**Placed standard cells**

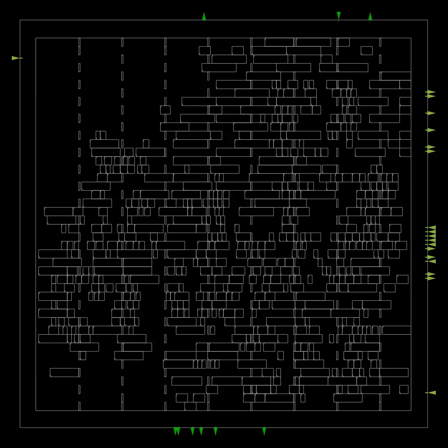
**Met2 routing**

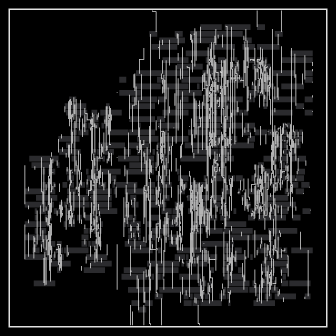
**Met1 routing**

Bar = 50 µm.
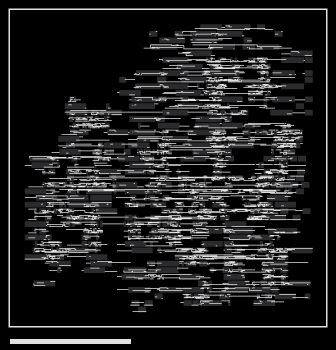
**Register map, names as in the netlist**

Other sequential cells in the stronger grey, the rest of the logic in the fainter grey.
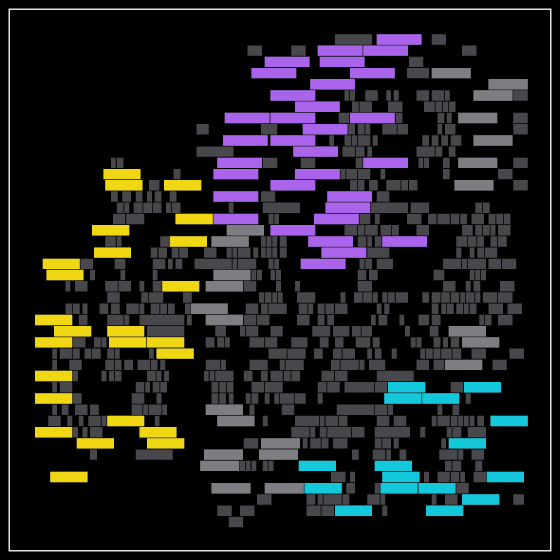
==> config.mk <==
export PLATFORM = sky130hd
export DESIGN_NAME = voice_digit_display_ctrl
export DESIGN_NICKNAME = d
export VERILOG_FILES = /design/src/rtl/voice_digit_display_ctrl.sv
export SDC_FILE = /design/constraint.sdc
export NUM_CORES = 1
export LEC_CHECK = 0
export CORE_MARGIN = 5
export CORE_UTILIZATION = 37
export CTS_BUF_LIST = sky130_fd_sc_hd__clkbuf_16
export DETAILED_ROUTE_END_ITERATION = 10
export GPL_TIMING_DRIVEN = 0
export PLACE_DENSITY = 0.57
export SLEW_MARGIN = 5
export SYNTH_ARGS = -nofsm -noshare
export SYNTH_HDL_FRONTEND = slang
export SYNTH_SLANG_ARGS = --single-unit
==> constraint.sdc <==
create_clock -name clk -period 6.35 [get_ports clk]
set_input_delay 1.27 -clock clk [delete_from_list [all_inputs] [get_ports clk]]
set_output_delay 1.27 -clock clk [all_outputs]
set_load 0.02 [all_outputs]
==> Slide: Implementation Results <==
Key Metrics from the Run

CTS
  • Longest Clk Path Bufs: 2
  • CTS tree: yes
  • Insertion Delay late pin: 0.35 ns
  • CTS Buf Count: 9
  • Worst-path clk slew: 0.07 ns

Floorplanning
  • Die x size: 131 µm
  • Die ar.: 17100 µm²

Cells and area
  • Diodes inserted: 0
  • Layout cells sized above 1: 7.94%
  • Area Growth Syn to Fin: 14.8%
  • Dominant logic cell types in the final layout: 64 x nor2_1, 52 x dfrtp_1, 43 x nand2_1, 37 x o21ai_0, 32 x edfxtp_1

Synthesis
  • Adder and majority cell fraction of the synthesized area: 4.53%
  • Post-synth EDFFs: 32
  • Top cells, area: dfrtp_1 24%, edfxtp_1 18%, dfstp_2 6.3%
  • Flops after synth: 97
  • Dominant register cell: dfrtp_1
  • Leading area contributor after synthesis: dfrtp_1
  • Yosys warns: 0
  • Basic Gates by Area: 20.4%
  • Mapped Cells: 550
  • Mux frac, synth: 1.78%
  • Aoi share: 14.5%
  • Top cell area share: 24.1%
  • Post-synth ARST share: 67.0%

STA
  • Slew Viols, Final: 0
  • Final Hold Fails: 0
  • Final TNS setup: 0 ns
  • Final min period: 5.90 ns
  • Worst-Margin Slew: 1.05 ns

Routing
  • Met3 routed WL: 574 µm
  • Uppermost layer routed: met4
  • 1st-iter DRT viols: 225

Power and ir drop
  • Power per Cell Area: 405 nW/µm²
  • Clock power share: 21.9%
  • Static leakage: 2.48 nW
  • VDD IR max: 0.000181 V
  • Top pwr grp: combinational cells

Global route
  • First-pass GRT wire length: 19.8 mm
  • Gr busiest metal: met2

Placement
  • IO Port Bufs: 26
  • Placed Area: 5900 µm²
  • DP Worst Slack: 0.217 ns

Run status
  • Status: finished clean

Worst setup path
  • Worst-path maximum fanout: 10
  • R2r worst-path depth: 23
  • Stages on worst setup path: 23
  • Startpoint Class: register
  • Worst EP required: 6.63 ns

Worst hold path
  • Min-Delay Path Class: register to register
Notes on 'placed standard cells' above:
# fillers: 1377
post-layout util: 43.0%
row count: 44

Notes on 'met2 routing' above:
main direction: vertical
longest straight run: 59.8 µm
share of all routed wire: 47%
nets with wire on the layer: 511
wire length on this layer: 5560 µm
vias: 4179
met2 Use GR: 23.4%
Routed WL: 11.8 mm

Notes on 'met1 routing' above:
longest straight run: 41.9 µm
nets with wire on the layer: 565
met1 usage: 19.6%

Notes on 'register map, names as in the netlist' above:
| colour | netlist name | flops |
|---|---|---|
| cyan | `refresh_cnt_q` | 16 |
| purple | `digit_buf` | 32 |
| yellow | `scroll_cnt_q` | 25 |
not coloured: 24
area occupied by registers: 2600 µm²
Seq. pwr: 0.793 mW

-- per-stage QoR --
| stage | hold slack (ns) | util (%) |
|---|---|---|
| finish | 0.469 | 43.0 |
| global route | 0.497 | 43.0 |
| CTS | 0.476 | 43.0 |
| detailed placement | 0.466 | 40.9 |
| global placement | 0.445 | 40.9 |
| floorplan | 0.433 | - |
-- final cells by class --
class / count / area (µm²) / share of cell area, %
Tap cell: 184 / 230 / 3.71
Inverter: 28 / 105 / 1.69
Multi-Input combinational cell: 404 / 2620 / 42.2
Sequential cell: 97 / 2600 / 42.0
Clock inverter: 7 / 76.3 / 1.23
Clock buffer: 9 / 225 / 3.63
Timing Repair Buffer: 26 / 258 / 4.15
Buffer: 21 / 87.6 / 1.41
-- timing repair --
action,CTS,global route
buffers inserted,0,0
gates resized,0,4
setup endpoints to repair,0,6
Power and IR drop assume default switching activity.
